### src/rtl/hazard_pkg.sv
// rtl/hazard_pkg.sv - shared codes and defaults for the hazard controller
// Purpose: forward-select codes, register index width default, scoreboard counter width.
// Ports: none (package).
package hazard_pkg;

    localparam int REG_AW_DEF = 5;
    localparam int CNT_W      = 4;

    typedef enum logic [1:0] {
        FWD_NONE = 2'b00,
        FWD_WB   = 2'b01,
        FWD_MEM  = 2'b10
    } fwd_sel_e;

endpackage

### src/rtl/hazard_ctrl_if.sv
// rtl/hazard_ctrl_if.sv - pipeline <-> hazard controller signal bundle
// Purpose: groups pipeline stage indices/enables and hazard decisions.
// Ports: master = pipeline side (drives stage info, reads decisions),
//        slave  = hazard controller side.
interface hazard_ctrl_if
    import hazard_pkg::*;
#(
    parameter int N_SRC  = 2,
    parameter int REG_AW = REG_AW_DEF
);
    logic [N_SRC*REG_AW-1:0] rs_d;
    logic                    md_op_d;
    logic [N_SRC*REG_AW-1:0] rs_e;
    logic [REG_AW-1:0]       rd_e;
    logic [REG_AW-1:0]       rd_m;
    logic [REG_AW-1:0]       rd_w;
    logic                    regwrite_m;
    logic                    regwrite_w;
    logic                    memread_e;
    logic                    pcsrc_e;
    logic                    md_start_e;

    logic [2*N_SRC-1:0]      fwd_e;
    logic                    stall_f;
    logic                    stall_d;
    logic                    flush_d;
    logic                    flush_e;
    logic                    md_wb;
    logic [REG_AW-1:0]       md_wb_rd;
    logic                    md_busy;
    logic                    md_err;

    modport master (
        output rs_d, md_op_d, rs_e, rd_e, rd_m, rd_w, regwrite_m, regwrite_w,
               memread_e, pcsrc_e, md_start_e,
        input  fwd_e, stall_f, stall_d, flush_d, flush_e, md_wb, md_wb_rd,
               md_busy, md_err
    );

    modport slave (
        input  rs_d, md_op_d, rs_e, rd_e, rd_m, rd_w, regwrite_m, regwrite_w,
               memread_e, pcsrc_e, md_start_e,
        output fwd_e, stall_f, stall_d, flush_d, flush_e, md_wb, md_wb_rd,
               md_busy, md_err
    );

endinterface

### src/rtl/md_scoreboard.sv
// rtl/md_scoreboard.sv - single-entry scoreboard for the fixed-latency MUL/DIV unit
// Purpose: tracks one in-flight multi-cycle op, flags its writeback cycle and the
//          slot-reservation cycle, and latches a sticky error on overlapping issue.
// Ports: clk, rst (sync, active-high); md_start_i/rd_i issue request from EX;
//        pend_o/dst_o entry state; slot_o (cnt==2); md_wb_o (cnt==0); md_err_o sticky.
module md_scoreboard
    import hazard_pkg::*;
#(
    parameter int REG_AW = REG_AW_DEF,
    parameter int MD_LAT = 4
) (
    input  logic              clk,
    input  logic              rst,
    input  logic              md_start_i,
    input  logic [REG_AW-1:0] rd_i,
    output logic              pend_o,
    output logic [REG_AW-1:0] dst_o,
    output logic              slot_o,
    output logic              md_wb_o,
    output logic              md_err_o
);

    logic              pend_q, pend_d;
    logic [REG_AW-1:0] dst_q,  dst_d;
    logic [CNT_W-1:0]  cnt_q,  cnt_d;
    logic              err_q,  err_d;

    always_comb begin
        pend_d = pend_q;
        dst_d  = dst_q;
        cnt_d  = cnt_q;
        err_d  = err_q;
        if (pend_q) begin
            // Entry retires after its writeback cycle; a second issue is dropped.
            if (cnt_q == '0) begin
                pend_d = 1'b0;
            end else begin
                cnt_d = cnt_q - CNT_W'(1);
            end
            if (md_start_i) begin
                err_d = 1'b1;
            end
        end else if (md_start_i) begin
            pend_d = 1'b1;
            dst_d  = rd_i;
            cnt_d  = CNT_W'(MD_LAT - 1);
        end
    end

    always_ff @(posedge clk) begin
        if (rst) begin
            pend_q <= 1'b0;
            dst_q  <= '0;
            cnt_q  <= '0;
            err_q  <= 1'b0;
        end else begin
            pend_q <= pend_d;
            dst_q  <= dst_d;
            cnt_q  <= cnt_d;
            err_q  <= err_d;
        end
    end

    assign pend_o   = pend_q;
    assign dst_o    = dst_q;
    // Stalling two cycles ahead lets the injected bubble occupy WB when cnt hits 0.
    assign slot_o   = pend_q && (cnt_q == CNT_W'(2));
    assign md_wb_o  = pend_q && (cnt_q == '0);
    assign md_err_o = err_q;

endmodule

### src/rtl/hazard_ctrl.sv
// rtl/hazard_ctrl.sv - 5-stage pipeline hazard controller
// Purpose: EX operand forwarding, load-use detection, MUL/DIV RAW/slot stalls
//          and branch flush control; all decisions combinational.
// Ports: clk, rst (sync, active-high, forces every output to 0);
//        hz (hazard_ctrl_if.slave) carrying stage indices in and decisions out.
module hazard_ctrl
    import hazard_pkg::*;
#(
    parameter int N_SRC  = 2,
    parameter int REG_AW = REG_AW_DEF,
    parameter int MD_LAT = 4   // legal 3..15
) (
    input  logic          clk,
    input  logic          rst,
    hazard_ctrl_if.slave  hz
);

    logic              pend;
    logic [REG_AW-1:0] dst;
    logic              slot;
    logic              md_wb;
    logic              md_err;

    md_scoreboard #(
        .REG_AW (REG_AW),
        .MD_LAT (MD_LAT)
    ) u_md_sb (
        .clk        (clk),
        .rst        (rst),
        .md_start_i (hz.md_start_e),
        .rd_i       (hz.rd_e),
        .pend_o     (pend),
        .dst_o      (dst),
        .slot_o     (slot),
        .md_wb_o    (md_wb),
        .md_err_o   (md_err)
    );

    logic [2*N_SRC-1:0] fwd;
    logic               lu_hit;
    logic               md_hit;
    logic               lu;
    logic               mds;
    logic               stall;

    always_comb begin
        fwd    = '0;
        lu_hit = 1'b0;
        md_hit = 1'b0;
        for (int i = 0; i < N_SRC; i++) begin
            // x0 is never forwarded; MEM is the younger producer so it wins.
            if (hz.rs_e[i*REG_AW +: REG_AW] != '0) begin
                if (hz.regwrite_m && (hz.rd_m == hz.rs_e[i*REG_AW +: REG_AW])) begin
                    fwd[2*i +: 2] = FWD_MEM;
                end else if (hz.regwrite_w && (hz.rd_w == hz.rs_e[i*REG_AW +: REG_AW])) begin
                    fwd[2*i +: 2] = FWD_WB;
                end
            end
            if (hz.rs_d[i*REG_AW +: REG_AW] != '0) begin
                if (hz.rd_e == hz.rs_d[i*REG_AW +: REG_AW]) begin
                    lu_hit = 1'b1;
                end
                if (dst == hz.rs_d[i*REG_AW +: REG_AW]) begin
                    md_hit = 1'b1;
                end
            end
        end
        lu    = hz.memread_e && (hz.rd_e != '0) && lu_hit;
        // A new multi-cycle op in D must wait because the unit holds one entry.
        mds   = pend && (hz.md_op_d || ((dst != '0) && md_hit));
        stall = lu || mds || slot;
    end

    assign hz.fwd_e    = rst ? '0   : fwd;
    assign hz.stall_f  = !rst && stall && !hz.pcsrc_e;
    assign hz.stall_d  = !rst && stall && !hz.pcsrc_e;
    assign hz.flush_d  = !rst && hz.pcsrc_e;
    assign hz.flush_e  = !rst && (stall || hz.pcsrc_e);
    assign hz.md_wb    = !rst && md_wb;
    assign hz.md_wb_rd = (!rst && md_wb) ? dst : '0;
    assign hz.md_busy  = !rst && pend;
    assign hz.md_err   = !rst && md_err;

endmodule

### src/flat_wrapper.sv
// flat-port wrapper written by rule: the top's interface ports become plain ports
module hazard_ctrl_flat import hazard_pkg::*;
#(
    parameter int N_SRC  = 2,
    parameter int REG_AW = REG_AW_DEF,
    parameter int MD_LAT = 4                 
)
  (clk, rst, hz_rs_d, hz_md_op_d, hz_rs_e, hz_rd_e, hz_rd_m, hz_rd_w, hz_regwrite_m, hz_regwrite_w, hz_memread_e, hz_pcsrc_e, hz_md_start_e, hz_fwd_e, hz_stall_f, hz_stall_d, hz_flush_d, hz_flush_e, hz_md_wb, hz_md_wb_rd, hz_md_busy, hz_md_err);
  hazard_ctrl_if #(.N_SRC(N_SRC), .REG_AW(REG_AW)) hz_i ();
  input  logic clk;
  input  logic rst;
  input wire logic [$bits(hz_i.rs_d)-1:0] hz_rs_d;
  input wire logic [$bits(hz_i.md_op_d)-1:0] hz_md_op_d;
  input wire logic [$bits(hz_i.rs_e)-1:0] hz_rs_e;
  input wire logic [$bits(hz_i.rd_e)-1:0] hz_rd_e;
  input wire logic [$bits(hz_i.rd_m)-1:0] hz_rd_m;
  input wire logic [$bits(hz_i.rd_w)-1:0] hz_rd_w;
  input wire logic [$bits(hz_i.regwrite_m)-1:0] hz_regwrite_m;
  input wire logic [$bits(hz_i.regwrite_w)-1:0] hz_regwrite_w;
  input wire logic [$bits(hz_i.memread_e)-1:0] hz_memread_e;
  input wire logic [$bits(hz_i.pcsrc_e)-1:0] hz_pcsrc_e;
  input wire logic [$bits(hz_i.md_start_e)-1:0] hz_md_start_e;
  output wire logic [$bits(hz_i.fwd_e)-1:0] hz_fwd_e;
  output wire logic [$bits(hz_i.stall_f)-1:0] hz_stall_f;
  output wire logic [$bits(hz_i.stall_d)-1:0] hz_stall_d;
  output wire logic [$bits(hz_i.flush_d)-1:0] hz_flush_d;
  output wire logic [$bits(hz_i.flush_e)-1:0] hz_flush_e;
  output wire logic [$bits(hz_i.md_wb)-1:0] hz_md_wb;
  output wire logic [$bits(hz_i.md_wb_rd)-1:0] hz_md_wb_rd;
  output wire logic [$bits(hz_i.md_busy)-1:0] hz_md_busy;
  output wire logic [$bits(hz_i.md_err)-1:0] hz_md_err;
  assign hz_i.rs_d = hz_rs_d;
  assign hz_i.md_op_d = hz_md_op_d;
  assign hz_i.rs_e = hz_rs_e;
  assign hz_i.rd_e = hz_rd_e;
  assign hz_i.rd_m = hz_rd_m;
  assign hz_i.rd_w = hz_rd_w;
  assign hz_i.regwrite_m = hz_regwrite_m;
  assign hz_i.regwrite_w = hz_regwrite_w;
  assign hz_i.memread_e = hz_memread_e;
  assign hz_i.pcsrc_e = hz_pcsrc_e;
  assign hz_i.md_start_e = hz_md_start_e;
  assign hz_fwd_e = hz_i.fwd_e;
  assign hz_stall_f = hz_i.stall_f;
  assign hz_stall_d = hz_i.stall_d;
  assign hz_flush_d = hz_i.flush_d;
  assign hz_flush_e = hz_i.flush_e;
  assign hz_md_wb = hz_i.md_wb;
  assign hz_md_wb_rd = hz_i.md_wb_rd;
  assign hz_md_busy = hz_i.md_busy;
  assign hz_md_err = hz_i.md_err;
  hazard_ctrl #(.N_SRC(N_SRC), .REG_AW(REG_AW), .MD_LAT(MD_LAT)) u_core (.clk(clk), .rst(rst), .hz(hz_i));
endmodule
### config.mk
export PLATFORM = sky130hd
export DESIGN_NAME = hazard_ctrl_flat
export DESIGN_NICKNAME = d
export VERILOG_FILES = /design/src/rtl/hazard_pkg.sv /design/src/rtl/hazard_ctrl_if.sv /design/src/rtl/md_scoreboard.sv /design/src/rtl/hazard_ctrl.sv /design/src/flat_wrapper.sv
export SDC_FILE = /design/constraint.sdc
export NUM_CORES = 1
export LEC_CHECK = 0
export CAP_MARGIN = 20
export CORE_MARGIN = 2
export CORE_UTILIZATION = 43
export CTS_CLUSTER_SIZE = 24
export DETAILED_ROUTE_END_ITERATION = 8
export HOLD_SLACK_MARGIN = 0.1
export PLACE_DENSITY = 0.95
export SETUP_SLACK_MARGIN = 0.1
export SYNTH_ARGS = -nofsm -noshare
export SYNTH_HDL_FRONTEND = slang
export SYNTH_HIERARCHICAL = 1
export SYNTH_SLANG_ARGS = --single-unit
export TNS_END_PERCENT = 5
### constraint.sdc
create_clock -name clk -period 3.6 [get_ports clk]
set_input_delay 0.72 -clock clk [delete_from_list [all_inputs] [get_ports clk]]
set_output_delay 0.72 -clock clk [all_outputs]
set_load 0.05 [all_outputs]
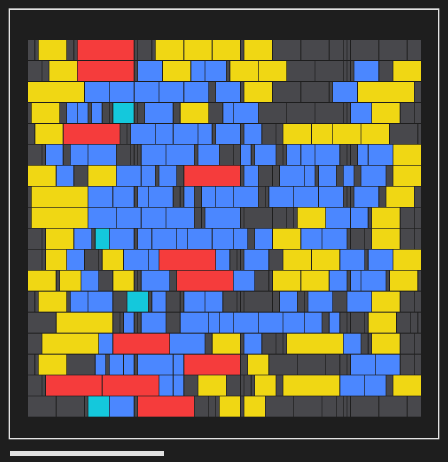
*Placed cells, one color a class*
Bar = 20 µm. Fill, decap, tap and diode cells in gray.
- blue: combinational and other logic (cells 124; share of their area 49%)
- yellow: other buffers and delay cells (cells 60; share of their area 37%)
- red: flops (cells 11; share of their area 12%)
- cyan: clock drivers and dummy loads (cells 4; share of their area 1.5%)

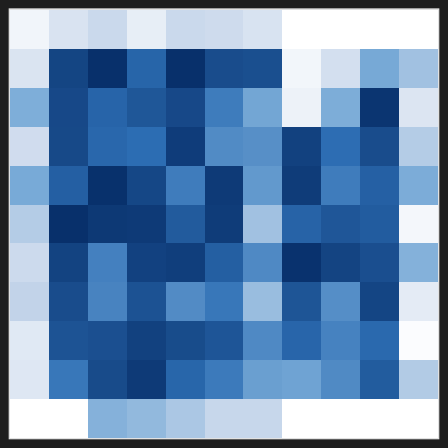
*Cell area per tile*
11 x 11 tiles, from white (low) to dark blue (high), 0 to 100% covered.
- mean over tiles: 58%
- emptiest ninth of the die: north-east
- nearly empty tiles: 9.1%
- tiles over 75% full: 45%
- fullest tile: 100%

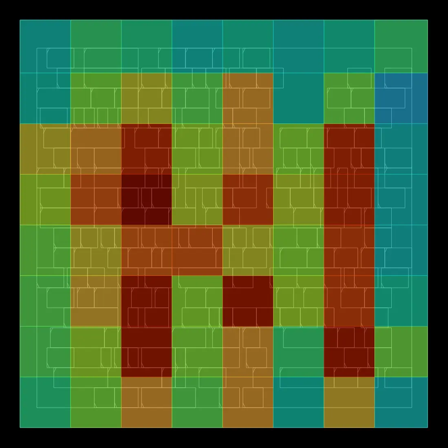
*Congestion heat map*
GR Util met2: 41.84%
global-route usage over all layers: 23.53%
met1 GRT Util: 24.75%
GRT met3 Usage: 3.747%

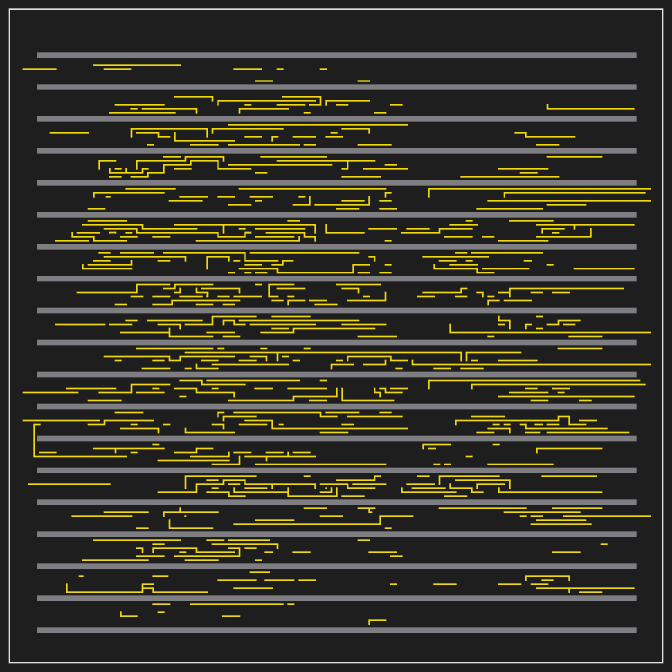
*Met1 routing*
Supply wires on this layer in gray.
- main direction: horizontal
- wire length on this layer: 1450 µm
- share of all routed wire: 39%
- nets with wire on the layer: 207

==> qor.txt <==
status = completed
mux frac, synth = 5.263%
WL final = 3723 µm
M1 wire length = 1448 µm
delay-heaviest family, CP = simple AND/OR/NAND/NOR gates
hold slack = 0.4884 ns
comb pwr = 0.196 mW
Internal Power = 0.2734 mW
Static Leak = 0.7039 nW
Net Sw Frac = 36.66%
yosys stat area = 0.001141 mm²
CP Depth = 7
mean area per synthesized cell = 8.151 µm²
Clock-cell share = 1.505%
Filler cells = 185
post-synth cell types = 39
# Post-CTS Setup Buffers = 0
Arr. time, crit path = 2.58 ns
EDFF count, synth = 0
initial antenna violation count = 0
post-DP HPWL = 3037 µm
# placed instances = 225
AO/OA Area Share = 8.553%
ant diodes = 0
hold path startpoint = u_core/u_md_sb/md_err_o$_SDFFE_PP0P_
Worst-path clk slew = 0.08 ns
Area growth syn-to-layout = 60.31%
bufs w/o clock = 60
MI comb cells = 120
Slew @ Worst Pin = 0.4976 ns
IO buf count = 58
wire length per cell = 16.26 µm
Crit path buffers/inverters = 2
Final TNS setup = 0 ns
met2 WL = 1863 µm
Max-cap violations = 0
# H-tree levels = 1
CP endpoint kind = primary output
dpl cell area = 0.001802 mm²
Seq share, synth = 19.30%
clk_buf instances = 3
Top logic family = simple AND/OR/NAND/NOR gates
combinational share of cell area = 47.61%
flop share of the area = 12.04%
die y size = 55.52 µm
commonest cells after routing, fill and taps aside = clkdlybuf4s50_1, xor2_1, xnor2_1
first-pass GRT wire length = 5678 µm
tap cells = 30
setup violators final = 0
Psw = 0.1583 mW
Hold-fix buffers, CTS = 0
Max-slew headroom = 66.72%
Peak supply drop = 0.3083 mV
Comb pwr share = 45.4%
largest class = multi-input combinational cells
WS Path Type = input pin to primary output
CTS buffer count = 3
Residual DRC = 0
Pwr top = combinational cells
crit path DRT = 2.88 ns
gpl congestion = 0.9082
Root Buffer = clkbuf_4
Logic area = 870.8 µm²
Final Hold Viols = 0
Max Fclk = 303.1 MHz
buffering overhead = 35.98%
Syn Nets = 185
max reg flops = 5
Seq Cell Count = 11
vias per cell = 5.638
fin nets = 245
clk_skew = 0.001308 ns
floorplan core density = 45.65%
Sink Count = 11
Syn. warnings = 6
floorplan row count = 18
Sequential cell area = 220.2 µm²
clock-net power = 0.0920 mW
final cell count without fillers = 229
CORE AREA = 0.002500 mm²
Power Total = 0.4317 mW
post-place setup slack = 0.3073 ns
Synth area leaders = dfxtp_1, xnor2_1, xor2_1
Die X = 55.52 µm
post-route ant nets = 0
CP cell instances = clkdlybuf4s50_1, or4_1, nor2_1, nor4_1, o21ai_0, a31oi_1, buf_4
Yosys top cell by area = dfxtp_1
WHS Path Cells = 2
worst-path fanout max = 3
Power figures rest on the tool's default switching activity, not on a simulated workload.
